===== src/rtl/bifrost_boot_pkg.sv =====
// ----------------------------------------------------------------------------
// bifrost_boot_pkg: shared types and constants for the 6502 boot sequencer
// Rev 1.0
// ----------------------------------------------------------------------------
`default_nettype none

package bifrost_boot_pkg;

    typedef enum logic [2:0] {
        ST_HOLD     = 3'd0,
        ST_WAIT_VEC = 3'd1,
        ST_VEC_HI   = 3'd2,
        ST_SLED     = 3'd3,
        ST_DONE     = 3'd4,
        ST_FAULT    = 3'd5
    } boot_state_e;

    localparam logic [15:0] RESET_VEC_LO       = 16'hFFFC;
    localparam logic [15:0] RESET_VEC_HI       = 16'hFFFD;
    localparam logic [7:0]  NOP_OPCODE_DEFAULT = 8'hEA;

    // Counter width that can hold the terminal value itself.
    function automatic int unsigned cnt_width(input int unsigned n);
        return $clog2(n) + 1;
    endfunction

endpackage

`default_nettype wire


===== src/rtl/boot_sequencer_sled_checker.sv =====
// ----------------------------------------------------------------------------
// sled_checker: tracks expected PC through the NOP sled, flags bad fetches
// Rev 1.0
// ----------------------------------------------------------------------------
`default_nettype none

module sled_checker
    import bifrost_boot_pkg::*;
#(
    parameter logic [15:0] VECTOR      = 16'hE000,
    parameter int unsigned SLED_LENGTH = 16
) (
    input  logic        clock,
    input  logic        reset_b,
    input  logic        en_i,
    input  logic [15:0] addr_i,
    input  logic        rw_i,
    input  logic        sync_i,
    output logic        fault_o,
    output logic        complete_o
);

    localparam int unsigned      CNT_W    = cnt_width(SLED_LENGTH);
    localparam logic [CNT_W-1:0] CNT_LAST = CNT_W'(SLED_LENGTH);

    logic [15:0]      exp_pc_q;
    logic [15:0]      exp_pc_d;
    logic [CNT_W-1:0] fetch_cnt_q;
    logic [CNT_W-1:0] fetch_cnt_d;
    logic             fetch_hit;
    logic             checking;

    assign complete_o = (fetch_cnt_q >= CNT_LAST);
    assign checking   = en_i && !complete_o;
    assign fetch_hit  = checking && sync_i && rw_i && (addr_i == exp_pc_q);
    // Non-sync reads are the 6502 dummy operand reads and are left unchecked.
    assign fault_o    = checking && (!rw_i || (sync_i && (addr_i != exp_pc_q)));

    always_comb begin
        exp_pc_d    = exp_pc_q;
        fetch_cnt_d = fetch_cnt_q;
        if (!en_i) begin
            exp_pc_d    = VECTOR;
            fetch_cnt_d = '0;
        end else if (fetch_hit) begin
            exp_pc_d    = exp_pc_q + 16'd1;
            fetch_cnt_d = fetch_cnt_q + CNT_W'(1);
        end
    end

    always_ff @(posedge clock or negedge reset_b) begin
        if (!reset_b) begin
            exp_pc_q    <= VECTOR;
            fetch_cnt_q <= '0;
        end else begin
            exp_pc_q    <= exp_pc_d;
            fetch_cnt_q <= fetch_cnt_d;
        end
    end

endmodule

`default_nettype wire


===== src/rtl/boot_sequencer.sv =====
// ----------------------------------------------------------------------------
// boot_sequencer: holds/releases 6502 reset, serves reset vector and NOP sled
// Rev 1.0
// ----------------------------------------------------------------------------
`default_nettype none

module boot_sequencer
    import bifrost_boot_pkg::*;
#(
    parameter int unsigned RESET_CYCLES   = 8,
    parameter logic [15:0] VECTOR         = 16'hE000,
    parameter logic [7:0]  NOP_OPCODE     = NOP_OPCODE_DEFAULT,
    parameter int unsigned SLED_LENGTH    = 16,
    parameter int unsigned TIMEOUT_CYCLES = 64
) (
    input  logic        clock,
    input  logic        reset_b,
    input  logic [15:0] addr,
    input  logic        rw,
    input  logic        sync,
    input  logic        restart,
    output logic [7:0]  data_out,
    output logic        data_oe,
    output logic        cpu_resb,
    output logic        done,
    output logic        error
);

    localparam int unsigned       HOLD_W    = cnt_width(RESET_CYCLES);
    localparam int unsigned       TMO_W     = cnt_width(TIMEOUT_CYCLES);
    localparam logic [HOLD_W-1:0] HOLD_LAST = HOLD_W'(RESET_CYCLES - 1);
    localparam logic [TMO_W-1:0]  TMO_LAST  = TMO_W'(TIMEOUT_CYCLES - 1);

    boot_state_e       state_q;
    logic [HOLD_W-1:0] hold_cnt_q;
    logic [TMO_W-1:0]  tmo_cnt_q;
    logic              cpu_resb_q;
    logic              done_q;
    logic              error_q;

    logic              vec_lo_hit;
    logic              vec_hi_hit;
    logic              sled_en;
    logic              sled_fault;
    logic              sled_complete;

    assign vec_lo_hit = rw && (addr == RESET_VEC_LO);
    assign vec_hi_hit = rw && (addr == RESET_VEC_HI);
    assign sled_en    = (state_q == ST_SLED);

    sled_checker #(
        .VECTOR      (VECTOR),
        .SLED_LENGTH (SLED_LENGTH)
    ) u_sled_checker (
        .clock      (clock),
        .reset_b    (reset_b),
        .en_i       (sled_en),
        .addr_i     (addr),
        .rw_i       (rw),
        .sync_i     (sync),
        .fault_o    (sled_fault),
        .complete_o (sled_complete)
    );

    always_ff @(posedge clock or negedge reset_b) begin
        if (!reset_b) begin
            state_q    <= ST_HOLD;
            hold_cnt_q <= '0;
            tmo_cnt_q  <= '0;
            cpu_resb_q <= 1'b0;
            done_q     <= 1'b0;
            error_q    <= 1'b0;
        end else begin
            case (state_q)
                ST_HOLD: begin
                    if (hold_cnt_q >= HOLD_LAST) begin
                        state_q    <= ST_WAIT_VEC;
                        cpu_resb_q <= 1'b1;
                    end else begin
                        hold_cnt_q <= hold_cnt_q + HOLD_W'(1);
                    end
                end
                ST_WAIT_VEC: begin
                    if (vec_lo_hit) begin
                        state_q <= ST_VEC_HI;
                    end else if (tmo_cnt_q >= TMO_LAST) begin
                        state_q    <= ST_FAULT;
                        error_q    <= 1'b1;
                        cpu_resb_q <= 1'b0;
                    end else begin
                        tmo_cnt_q <= tmo_cnt_q + TMO_W'(1);
                    end
                end
                ST_VEC_HI: begin
                    if (vec_hi_hit) begin
                        state_q <= ST_SLED;
                    end else begin
                        state_q    <= ST_FAULT;
                        error_q    <= 1'b1;
                        cpu_resb_q <= 1'b0;
                    end
                end
                ST_SLED: begin
                    // A verified sled wins over anything seen on the extra cycle.
                    if (sled_complete) begin
                        state_q <= ST_DONE;
                        done_q  <= 1'b1;
                    end else if (sled_fault) begin
                        state_q    <= ST_FAULT;
                        error_q    <= 1'b1;
                        cpu_resb_q <= 1'b0;
                    end
                end
                ST_DONE, ST_FAULT: begin
                    if (restart) begin
                        state_q    <= ST_HOLD;
                        hold_cnt_q <= '0;
                        tmo_cnt_q  <= '0;
                        cpu_resb_q <= 1'b0;
                        done_q     <= 1'b0;
                        error_q    <= 1'b0;
                    end
                end
                default: begin
                    state_q    <= ST_HOLD;
                    cpu_resb_q <= 1'b0;
                end
            endcase
        end
    end

    // Bus response is combinational so it lands inside the current CPU cycle.
    always_comb begin
        data_out = NOP_OPCODE;
        data_oe  = 1'b0;
        case (state_q)
            ST_WAIT_VEC: begin
                data_oe = rw;
                if (vec_lo_hit) data_out = VECTOR[7:0];
            end
            ST_VEC_HI: begin
                data_oe = rw;
                if (vec_hi_hit) data_out = VECTOR[15:8];
            end
            ST_SLED: data_oe = rw;
            default: data_oe = 1'b0;
        endcase
    end

    assign cpu_resb = cpu_resb_q;
    assign done     = done_q;
    assign error    = error_q;

endmodule

`default_nettype wire


===== config.mk =====
export PLATFORM = sky130hd
export DESIGN_NAME = boot_sequencer
export DESIGN_NICKNAME = d
export VERILOG_FILES = /design/src/rtl/bifrost_boot_pkg.sv /design/src/rtl/boot_sequencer_sled_checker.sv /design/src/rtl/boot_sequencer.sv
export SDC_FILE = /design/constraint.sdc
export NUM_CORES = 1
export LEC_CHECK = 0
export CAP_MARGIN = 15
export CORE_AREA = 2 2 70 72
export CTS_CLUSTER_DIAMETER = 100
export DETAILED_ROUTE_END_ITERATION = 8
export DIE_AREA = 0 0 72 74
export PLACE_DENSITY = 0.79
export SLEW_MARGIN = 20
export SYNTH_ARGS = -nofsm -noshare
export SYNTH_HDL_FRONTEND = slang
export SYNTH_HIERARCHICAL = 1
export SYNTH_SLANG_ARGS = --single-unit

===== constraint.sdc =====
create_clock -name clock -period 3.7 [get_ports clock]
set_input_delay 1.11 -clock clock [delete_from_list [all_inputs] [get_ports clock]]
set_output_delay 1.11 -clock clock [all_outputs]
set_load 0.02 [all_outputs]

==> run summary <==
number of synthesized flops with an enable pin = 0
fraction of layout cells with a size suffix above 1 = 0.177
DRC violations left = 0
Int Pwr = 0.000803 W
final net count = 336
power group with the highest consumption = registers
Die X = 72 µm
number of hold buffers added after CTS = 0
synthesized-area fraction occupied by xor and xnor cells = 0.0569
Overflow after GRT = 0
AND-OR/OR-AND share of the synthesized area = 0.116
required time at the endpoint of the critical path = 2.59 ns
Final setup viols = 0
top logic cell by instance count in the layout = sky130_fd_sc_hd__dfrtp_1
number of standard cells reported by yosys = 266
clock edge transition at the registers on the reported setup and hold paths = 0.07 ns
part of the cycle the worst path needs = 0.977
synthesized-area fraction occupied by and/or/nand/nor cells = 0.287
status = finished, final reports clean
most area-consuming cells after synthesis = sky130_fd_sc_hd__dfrtp_1, sky130_fd_sc_hd__mux2i_1, sky130_fd_sc_hd__xor2_1
final-layout worst hold slack = 0.506 ns
area occupied by multi-input gates = 1370 µm²
row count = 25
Leak = 1.25 nW
pin count of the biggest net entering global routing = 39
biggest fanout along the worst timing path = 3
area growth from synthesis to final layout = 20.3%
dpl cell area = 2870 µm²
first-pass GRT wire length = 8990 µm
wire length per cell after detailed routing = 14.9 µm
average cell area after synthesis = 9.25 µm²
chip area line of the yosys report = 2460 µm²
filler-free cell count of the finished design = 365
initial antenna violation count = 0
MaxCap Viol Count = 0
most used flip-flop cell after synthesis = sky130_fd_sc_hd__dfrtp_1
Power Density = 420 nW/µm²
Port-buffer cells = 29
Seq. pwr = 0.000558 W
number of top-level pins = 33
insertion delay at the late pin of the worst-skew pair = 0.29 ns
Netlist cell types = 50
register share of total power = 0.449
FILL cells = 400
## stage by stage
stage / util / setup slack, ns / TNS (ns) / power (W)
2_1_floorplan: - / 0.166 / 0 / 0.000850
3_3_place_gp: 0.624 / -0.542 / -2.42 / 0.000963
3_5_place_dp: 0.624 / -0.557 / -2.52 / 0.000984
4_1_cts: 0.646 / 0.00112 / 0 / 0.00126
5_1_grt: 0.644 / 0.0392 / 0 / 0.00132
6_report: 0.644 / 0.0853 / 0 / 0.00124
## synthesized netlist by cell type, types with 4 or more instances
master                     instances
sky130_fd_sc_hd__o21ai_0           5
sky130_fd_sc_hd__buf_4             6
sky130_fd_sc_hd__ha_1              5
sky130_fd_sc_hd__nand3_1          18
sky130_fd_sc_hd__a21oi_1          15
sky130_fd_sc_hd__mux2i_1          14
sky130_fd_sc_hd__nand2b_1         12
sky130_fd_sc_hd__nand4_1           7
sky130_fd_sc_hd__dfrtp_1          35
sky130_fd_sc_hd__inv_1            11
sky130_fd_sc_hd__clkbuf_1          7
sky130_fd_sc_hd__xor2_1           16
sky130_fd_sc_hd__o31ai_1           7
sky130_fd_sc_hd__nand2_1          32
sky130_fd_sc_hd__nor2_1            8
sky130_fd_sc_hd__and3_1            4
sky130_fd_sc_hd__nor3b_1           5
sky130_fd_sc_hd__nor3_1            4
sky130_fd_sc_hd__or4_1             6
sky130_fd_sc_hd__nor4_1            4
## what timing repair did
action / CTS / global route
buffers inserted: 2 / 0
resized: 43 / 3
endpoints found under the setup margin: 5 / 5
pin swaps: 5 / 1
## registers in the layout, indices dropped and copies added (netlist names)
signal                      count
tmo_cnt_q                       7
state_q                         3
u_sled_checker/exp_pc_q        16
error                           1
u_sled_checker/fetch_cnt_q      5
hold_cnt_q                      4
cpu_resb                        1
done                            1
## routing by layer
layer | part of all wire | GRT usage | up-vias
li1 | - | - | 1039
met5 | 0 | 0 | -
met4 | 0.013 | 0.0755 | 0
met2 | 0.52 | 0.389 | 39
met1 | 0.43 | 0.270 | 1046
met3 | 0.037 | 0.0461 | 6
## critical path, cell delays in order
cell and delay [ns]:
sky130_fd_sc_hd__clkdlybuf4s50_1 0.43, sky130_fd_sc_hd__or3b_2 0.45, sky130_fd_sc_hd__a21oi_1 0.20, sky130_fd_sc_hd__nand2_1 0.13, sky130_fd_sc_hd__buf_2 0.19
## final cells by class
cell class,instances,share of cell area
Clock buffer,8,0.0270
Inverter,11,0.0139
Multi-Input combinational cell,201,0.464
Sequential cell,38,0.322
Tap cell,54,0.0228
Timing Repair Buffer,53,0.150
## path summary, 6_finish.rpt
check                                                       start                        to  slack (ns)
max in group asynchronous                                 reset_b  tmo_cnt_q[1]$_DFFE_PN0P_        2.23
min in group asynchronous                                 reset_b          done$_DFFE_PN0P_        0.93
max                                                       addr[0]               data_out[3]        0.09
max reg2reg                u_sled_checker/exp_pc_q[7]$_DFFE_PN0P_    state_q[2]$_DFFE_PN0P_        1.13
min                                      tmo_cnt_q[6]$_DFFE_PN0P_  tmo_cnt_q[6]$_DFFE_PN0P_        0.51
min reg2reg                              tmo_cnt_q[6]$_DFFE_PN0P_  tmo_cnt_q[6]$_DFFE_PN0P_        0.51
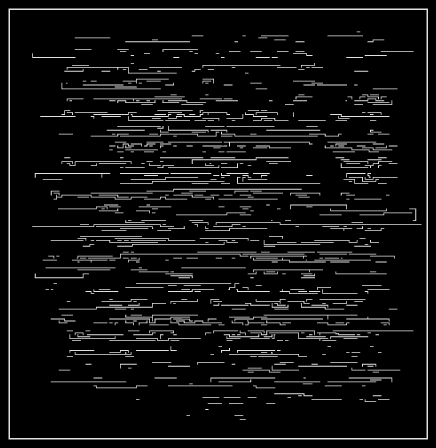
(images/m1.png)
The layer carries 2360 µm of wire. The longest straight run is 24.4 µm. The layer holds 43% of the routed length.
routed wire length: 5460 µm
vias after detailed routing: 2130
grt met1 use: 0.270

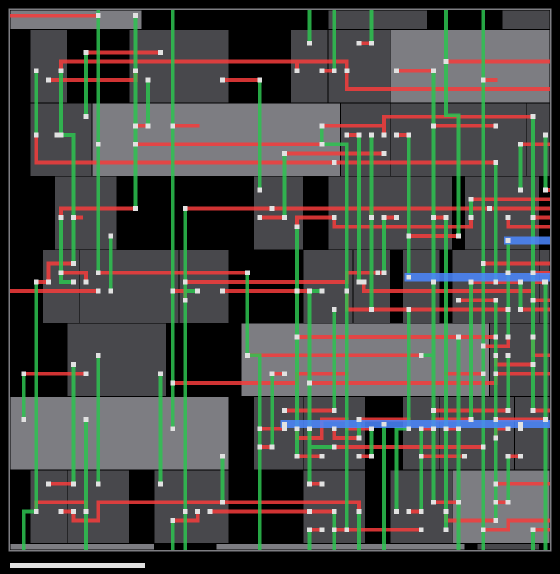
(images/closeup.png)
The bar under the picture is 5 µm long. Region (8, 46) to (28, 66) µm. Cells in grey, sequential cells in the stronger grey; small squares are vias.
Key: blue = M3; green = M2; red = M1
Sequential cells in the window: 4. Most frequent: nand2_1 (5), nand2b_1 (4). 34 logic cells have their middle in the window. Netlist names of flops here include `u_sled_checker/exp_pc_q` (4).

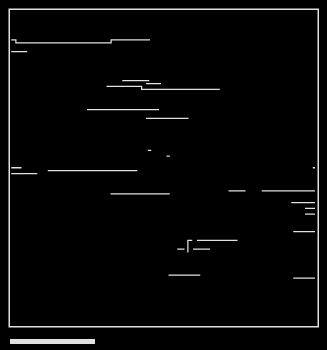
(images/m3.png)
The bar under the picture is 20 µm long.
The layer holds 3.7% of the routed length. The layer carries 202 µm of wire.
GR Util met3: 0.0461

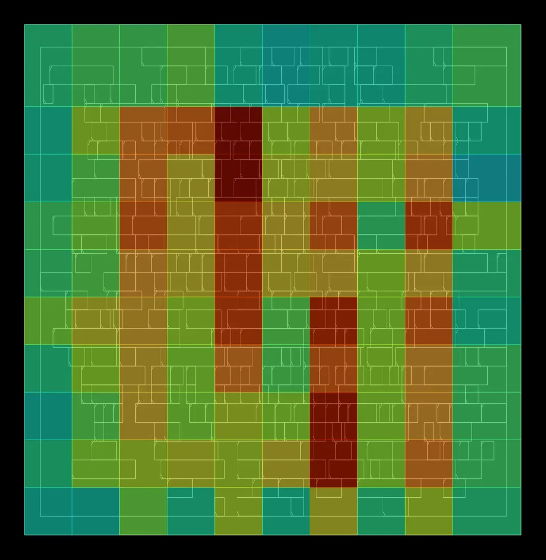
(images/congestion_map.png)
combined global-route utilization of all metal layers: 0.220
fraction of the core area covered by cells at the end of the flow: 0.644
GR Layer Usage met2: 0.389

No activity file was given, so power comes from the tool's default toggle rates.
